Zoomed window:
The bar under the picture is 5 um long. Region (43, 64) to (63, 84) um. Cells in grey, sequential cells in the stronger grey; small squares are vias.
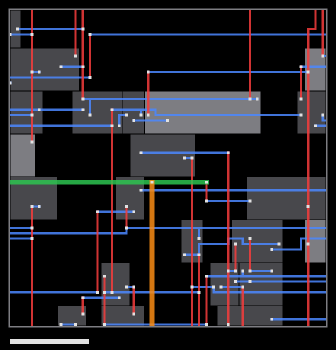
I/O pins on the die edge:
The bar under the picture is 20 um long. Pins as bars across the die edge, other pins in grey.
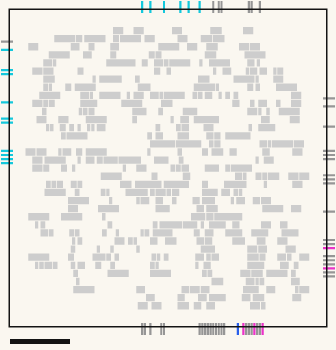
[config.mk]
export PLATFORM = sky130hd
export DESIGN_NAME = pipeline_hazard_ctrl_flat
export DESIGN_NICKNAME = d
export VERILOG_FILES = /design/src/rtl/pipeline_hazard_ctrl_if.sv /design/src/rtl/pipeline_hazard_ctrl.sv /design/src/flat_wrapper.sv
export SDC_FILE = /design/constraint.sdc
export NUM_CORES = 1
export LEC_CHECK = 0
export CAP_MARGIN = 15
export CELL_PAD_IN_SITES_DETAIL_PLACEMENT = 0
export CELL_PAD_IN_SITES_GLOBAL_PLACEMENT = 2
export CORE_MARGIN = 5
export CORE_UTILIZATION = 24
export DETAILED_ROUTE_END_ITERATION = 7
export GPL_ROUTABILITY_DRIVEN = 0
export GPL_TIMING_DRIVEN = 0
export PLACE_DENSITY_LB_ADDON = 0.05
export SETUP_SLACK_MARGIN = 0.2
export SYNTH_ARGS = -nofsm -noshare
export SYNTH_HDL_FRONTEND = slang
export SYNTH_SLANG_ARGS = --single-unit
export TNS_END_PERCENT = 20
[constraint.sdc]
create_clock -name clock_i -period 2 [get_ports clock_i]
set_input_delay 0.4 -clock clock_i [delete_from_list [all_inputs] [get_ports clock_i]]
set_output_delay 0.4 -clock clock_i [all_outputs]
set_load 0.01 [all_outputs]
[src/rtl/pipeline_hazard_ctrl_if.sv]
// pipeline_hazard_ctrl_if: hazard inputs from the pipeline and stall/flush controls back to it
//   inputs : id_rs, id_rt, id_uses_rt, ex_memread, ex_wreg, mem_branch, mem_zero, mem_jump,
//            dmem_req, dmem_ready
//   outputs: pc_en, pc_sel, ifid/idex/exmem/memwb_en, ifid/idex/exmem_flush, mem_err,
//            stall_cnt, flush_cnt
interface pipeline_hazard_ctrl_if #(parameter int CNT_W = 16);
  logic [4:0] id_rs, id_rt, ex_wreg;
  logic id_uses_rt, ex_memread, mem_branch, mem_zero, mem_jump, dmem_req, dmem_ready;
  logic pc_en, pc_sel, ifid_en, idex_en, exmem_en, memwb_en;
  logic ifid_flush, idex_flush, exmem_flush, mem_err;
  logic [CNT_W-1:0] stall_cnt, flush_cnt;
  modport master (
    output id_rs, id_rt, id_uses_rt, ex_memread, ex_wreg, mem_branch, mem_zero, mem_jump,
           dmem_req, dmem_ready,
    input  pc_en, pc_sel, ifid_en, idex_en, exmem_en, memwb_en, ifid_flush, idex_flush,
           exmem_flush, mem_err, stall_cnt, flush_cnt
  );
  modport slave (
    input  id_rs, id_rt, id_uses_rt, ex_memread, ex_wreg, mem_branch, mem_zero, mem_jump,
           dmem_req, dmem_ready,
    output pc_en, pc_sel, ifid_en, idex_en, exmem_en, memwb_en, ifid_flush, idex_flush,
           exmem_flush, mem_err, stall_cnt, flush_cnt
  );
endinterface

[src/rtl/pipeline_hazard_ctrl.sv]
// pipeline_hazard_ctrl: stall/flush sequencer for a 5-stage MIPS pipeline
//   clock_i : rising-edge clock
//   reset_i : synchronous active-low reset
//   hz_if   : hazard inputs and pipeline-register controls (slave side)
module pipeline_hazard_ctrl #(
  parameter int MEM_TIMEOUT = 64,
  parameter int CNT_W = 16
) (
  input logic clock_i,
  input logic reset_i,
  pipeline_hazard_ctrl_if.slave hz_if
);
  localparam int TW = $clog2(MEM_TIMEOUT) + 1;
  typedef enum logic [1:0] {RUN, MEMWAIT, ERROR} state_e;
  state_e state_q, state_d;
  logic [TW-1:0] timer_q, timer_d;
  logic [CNT_W-1:0] stall_cnt_q, stall_cnt_d, flush_cnt_q, flush_cnt_d;
  logic redirect, loaduse;
  logic [8:0] norm, ctl;
  assign redirect = (hz_if.mem_branch & hz_if.mem_zero) | hz_if.mem_jump;
  assign loaduse = hz_if.ex_memread & (hz_if.ex_wreg != 5'd0) &
                   ((hz_if.ex_wreg == hz_if.id_rs) | (hz_if.id_uses_rt & (hz_if.ex_wreg == hz_if.id_rt)));
  // ctl bits: pc_en, pc_sel, ifid_en, idex_en, exmem_en, memwb_en, ifid_fl, idex_fl, exmem_fl
  assign norm = redirect ? 9'b1_1_1111_111 : loaduse ? 9'b0_0_0111_010 : 9'b1_0_1111_000;
  always_comb begin
    state_d = state_q;
    timer_d = timer_q;
    ctl = '0;
    case (state_q)
      RUN: begin
        if (hz_if.dmem_req & !hz_if.dmem_ready) begin
          state_d = MEMWAIT;
          timer_d = TW'(1);
        end else ctl = norm;
      end
      MEMWAIT: begin
        if (hz_if.dmem_ready) begin
          state_d = RUN;
          timer_d = '0;
          ctl = norm;
        end else begin
          timer_d = timer_q + TW'(1);
          state_d = (timer_q == TW'(MEM_TIMEOUT - 1)) ? ERROR : MEMWAIT;
        end
      end
      default: ;
    endcase
    if (!reset_i) ctl = '0;
  end
  // stalls are counted only while the sequencer is live; ERROR freezes the count
  assign stall_cnt_d = (!ctl[8] && state_q != ERROR && !(&stall_cnt_q)) ? stall_cnt_q + CNT_W'(1) : stall_cnt_q;
  assign flush_cnt_d = (ctl[7] && !(&flush_cnt_q)) ? flush_cnt_q + CNT_W'(1) : flush_cnt_q;
  always_ff @(posedge clock_i) begin
    if (!reset_i) begin
      state_q <= RUN;
      timer_q <= '0;
      stall_cnt_q <= '0;
      flush_cnt_q <= '0;
    end else begin
      state_q <= state_d;
      timer_q <= timer_d;
      stall_cnt_q <= stall_cnt_d;
      flush_cnt_q <= flush_cnt_d;
    end
  end
  assign {hz_if.pc_en, hz_if.pc_sel, hz_if.ifid_en, hz_if.idex_en, hz_if.exmem_en, hz_if.memwb_en,
          hz_if.ifid_flush, hz_if.idex_flush, hz_if.exmem_flush} = ctl;
  assign hz_if.mem_err = (state_q == ERROR);
  assign hz_if.stall_cnt = stall_cnt_q;
  assign hz_if.flush_cnt = flush_cnt_q;
endmodule

[src/flat_wrapper.sv]
// flat-port wrapper written by rule: the top's interface ports become plain ports
module pipeline_hazard_ctrl_flat 
#(
  parameter int MEM_TIMEOUT = 64,
  parameter int CNT_W = 16
)
  (clock_i, reset_i, hz_if_id_rs, hz_if_id_rt, hz_if_id_uses_rt, hz_if_ex_memread, hz_if_ex_wreg, hz_if_mem_branch, hz_if_mem_zero, hz_if_mem_jump, hz_if_dmem_req, hz_if_dmem_ready, hz_if_pc_en, hz_if_pc_sel, hz_if_ifid_en, hz_if_idex_en, hz_if_exmem_en, hz_if_memwb_en, hz_if_ifid_flush, hz_if_idex_flush, hz_if_exmem_flush, hz_if_mem_err, hz_if_stall_cnt, hz_if_flush_cnt);
  pipeline_hazard_ctrl_if #(.CNT_W(CNT_W)) hz_if_i ();
  input logic clock_i;
  input logic reset_i;
  input wire logic [$bits(hz_if_i.id_rs)-1:0] hz_if_id_rs;
  input wire logic [$bits(hz_if_i.id_rt)-1:0] hz_if_id_rt;
  input wire logic [$bits(hz_if_i.id_uses_rt)-1:0] hz_if_id_uses_rt;
  input wire logic [$bits(hz_if_i.ex_memread)-1:0] hz_if_ex_memread;
  input wire logic [$bits(hz_if_i.ex_wreg)-1:0] hz_if_ex_wreg;
  input wire logic [$bits(hz_if_i.mem_branch)-1:0] hz_if_mem_branch;
  input wire logic [$bits(hz_if_i.mem_zero)-1:0] hz_if_mem_zero;
  input wire logic [$bits(hz_if_i.mem_jump)-1:0] hz_if_mem_jump;
  input wire logic [$bits(hz_if_i.dmem_req)-1:0] hz_if_dmem_req;
  input wire logic [$bits(hz_if_i.dmem_ready)-1:0] hz_if_dmem_ready;
  output wire logic [$bits(hz_if_i.pc_en)-1:0] hz_if_pc_en;
  output wire logic [$bits(hz_if_i.pc_sel)-1:0] hz_if_pc_sel;
  output wire logic [$bits(hz_if_i.ifid_en)-1:0] hz_if_ifid_en;
  output wire logic [$bits(hz_if_i.idex_en)-1:0] hz_if_idex_en;
  output wire logic [$bits(hz_if_i.exmem_en)-1:0] hz_if_exmem_en;
  output wire logic [$bits(hz_if_i.memwb_en)-1:0] hz_if_memwb_en;
  output wire logic [$bits(hz_if_i.ifid_flush)-1:0] hz_if_ifid_flush;
  output wire logic [$bits(hz_if_i.idex_flush)-1:0] hz_if_idex_flush;
  output wire logic [$bits(hz_if_i.exmem_flush)-1:0] hz_if_exmem_flush;
  output wire logic [$bits(hz_if_i.mem_err)-1:0] hz_if_mem_err;
  output wire logic [$bits(hz_if_i.stall_cnt)-1:0] hz_if_stall_cnt;
  output wire logic [$bits(hz_if_i.flush_cnt)-1:0] hz_if_flush_cnt;
  assign hz_if_i.id_rs = hz_if_id_rs;
  assign hz_if_i.id_rt = hz_if_id_rt;
  assign hz_if_i.id_uses_rt = hz_if_id_uses_rt;
  assign hz_if_i.ex_memread = hz_if_ex_memread;
  assign hz_if_i.ex_wreg = hz_if_ex_wreg;
  assign hz_if_i.mem_branch = hz_if_mem_branch;
  assign hz_if_i.mem_zero = hz_if_mem_zero;
  assign hz_if_i.mem_jump = hz_if_mem_jump;
  assign hz_if_i.dmem_req = hz_if_dmem_req;
  assign hz_if_i.dmem_ready = hz_if_dmem_ready;
  assign hz_if_pc_en = hz_if_i.pc_en;
  assign hz_if_pc_sel = hz_if_i.pc_sel;
  assign hz_if_ifid_en = hz_if_i.ifid_en;
  assign hz_if_idex_en = hz_if_i.idex_en;
  assign hz_if_exmem_en = hz_if_i.exmem_en;
  assign hz_if_memwb_en = hz_if_i.memwb_en;
  assign hz_if_ifid_flush = hz_if_i.ifid_flush;
  assign hz_if_idex_flush = hz_if_i.idex_flush;
  assign hz_if_exmem_flush = hz_if_i.exmem_flush;
  assign hz_if_mem_err = hz_if_i.mem_err;
  assign hz_if_stall_cnt = hz_if_i.stall_cnt;
  assign hz_if_flush_cnt = hz_if_i.flush_cnt;
  pipeline_hazard_ctrl #(.MEM_TIMEOUT(MEM_TIMEOUT), .CNT_W(CNT_W)) u_core (.clock_i(clock_i), .reset_i(reset_i), .hz_if(hz_if_i));
endmodule
==> run notes <==
The run has ended; figures from its reports follow.

The run finished, with violations left. The checks that failed: negative setup slack. The quantity of hold-fixing buffers added after cts came out at 0. The worst VDD IR drop from the latest analysis is 263 uV. The final cycle utilization of the critical path came out at 102%. The yosys stat cell total came out at 272. The reported net switching power came out at 0.480 mW. The layout has 5 clock buffers. The half-perimeter wire length of the detailed placement result came out at 5040 um. The non-clock inverters instantiated in the layout total 11. The non-clock buffering overhead in the final layout came out at 23.8%. The top cell type's share of synthesized area came out at 37.0%. The share of the Yosys chip area taken by registers is 37.0%. The delay of the slowest cell on the worst path is 550 ps. The leakage component of the power is 1.32 nW. The clock transition at the registers of the reported paths is 90 ps. In the synthesized netlist, the number of instances is 272. For this run, design rule violations remaining after detail routing come to 0. The count of cells along the worst hold path is 3. Setup repair after global routing could not meet its margin everywhere.

The number of nets in the finished design is 384. The type of the tightest min-delay check is input port to flip-flop. Following the worst setup path forward leads to its endpoint at hz_if_pc_en. The iteration tally of the first detailed-router pass is 4.

The total power divided by cell area came out at 491 nW/um^2. The synthesized netlist occupies a cell area of 2220 um^2. The clock network fraction of design power came out at 32.8%. The initialized floorplan defines 35 standard-cell rows. The yosys-reported design area after synthesis came out at 2220 um^2. The storage element area came out at 843 um^2. The logic area is 1530 um^2.

Post-CTS timing repair inserted 9 buffers for setup. The critical path endpoint category is a primary output. Max fanout on the critical path was recorded as 2. The worst register-to-register path ends at u_core.hz_if.stall_cnt[13]$_SDFFE_PN0P_. For the worst min-delay path, the startpoint reported by OpenROAD is reset_i.

The multi-input combinational area share came out at 44.2%. The final antenna diode tally reported by the flow is 0. Summed over all failing endpoints, the final setup total negative slack is -75.1 ps. The number of buffers on the longest clock path came out at 2. The area fraction of clock buffers and clock inverters is 2.49%. The total power of the final layout came out at 1.70 mW. The CTS tree is done.

The timing report shows that the slowest cell on the worst path is or4_4. The internal reg-to-reg setup slack came out at 140 ps. The initial antenna violation count is 0. Data on the critical path is required at its endpoint by 1600 ps. The script logs the ratio of routed vias to standard cells as 4.77.

The number of sinks handled by clock tree synthesis is 41. Power attributed to the clock group is 0.559 mW. The tree is rooted in a clkbuf_8. The region available for standard cell placement spans 9110 um^2. The fraction of power spent switching nets came out at 28.2%.

The number of cells on the worst reg-to-reg path came out at 7. The biggest cell category by area in the final layout is combinational gates. The internal power came out at 1.22 mW. In the final report, the number of pins over their slew limit comes to 0. The I/O pin count came out at 66.

The final worst clock skew came out at 7.34 ps. The cell sequence reported for the critical path is buf_8 -> or4_4 -> o21ai_4 -> nor2b_4 -> a21oi_2 -> buf_4 -> buf_6. The largest part of the power goes to sequential cells. Buffers inserted during clock tree synthesis total 5. The number of synthesized flops with an enable pin came out at 0. The post-layout minimum cycle time is 2050 ps. Per the final layout report, the fraction of cells sized above drive strength 1 comes to 27.1%. The number of DRC violations after detailed-routing iteration 0 came out at 96. OpenSTA, run right after detailed placement, puts the worst setup slack at -1110 ps. The dominant register cell in the synthesized netlist is dfxtp_1. The commonest cells after synthesis are dfxtp_1, nor2_1, a21oi_1, nand2_1, o21ai_0. The total of endpoints with negative setup slack in the final report came out at 2. The top cell types in the final layout, fill and taps aside, are clkdlybuf4s50_1, dfxtp_1, nor2_1. The main area contributors are dfxtp_1, xnor2_1, a21oi_1. The worst setup slack after layout came out at -49.1 ps. The number of logic gates came out at 208. The flow inserted 111 tap cells.

In this run the mean area of a mapped cell was 8.17 um^2.
Back to the opening pictures, 'zoomed window':
- red: met2
- blue: met1
- orange: met4
- green: met3
- cells with their middle in the window: 15
- netlist names of flops here include: `u_core.hz_if.flush_cnt` (1)
- most frequent: a21oi_1 (2), clkbuf_8 (2)
- sequential cells in the window: 1

Back to the opening pictures, 'I/O pins on the die edge':
- cyan: `hz_if_flush_cnt` (pins 16; direction output; edge 10 left, 6 top)
- blue: `hz_if_ex_memread` (pins 1; direction input; edge bottom)
- magenta: `hz_if_ex_wreg` (pins 5; direction input; edge 3 bottom, 2 right)
- all pins by edge: 24 bottom, 19 right, 12 top, 11 left
Horiz. Die Dim: 106 um
number of I/O port buffers: 65
height of the chip: 106 um

==> logic make-up (layout without fill, tap and decap cells) <==
logic type | after synthesis | count (layout) | share of synthesized area (%)
buffers and inverters | 23 | 109 | 5.18
AOI/OAI and AO/OA | 63 | 63 | 18.0
DFF | 41 | 41 | 37.0
and+or+nand+nor | 117 | 117 | 28.2
xor gates and xnor gates | 22 | 22 | 8.68
adders and majority gates | 3 | 3 | 1.69
muxes | 3 | 3 | 1.35
==> metrics by stage <==
step           hold WS [ps]  std cells
2_1_floorplan           449        272
3_5_place_dp            490        448
5_1_grt                 481        469
6_report                453        469
3_3_place_gp            477        448
4_1_cts                 458        465
==> per-layer routing <==
layer / share of wire, % / track usage (%)
met1: 48 / 17.1
met2: 48 / 21.0
met3: 3.8 / 2.85
met4: 0.66 / 2.96
met5: 0 / 0
No activity file was given, so power comes from the tool's default toggle rates.
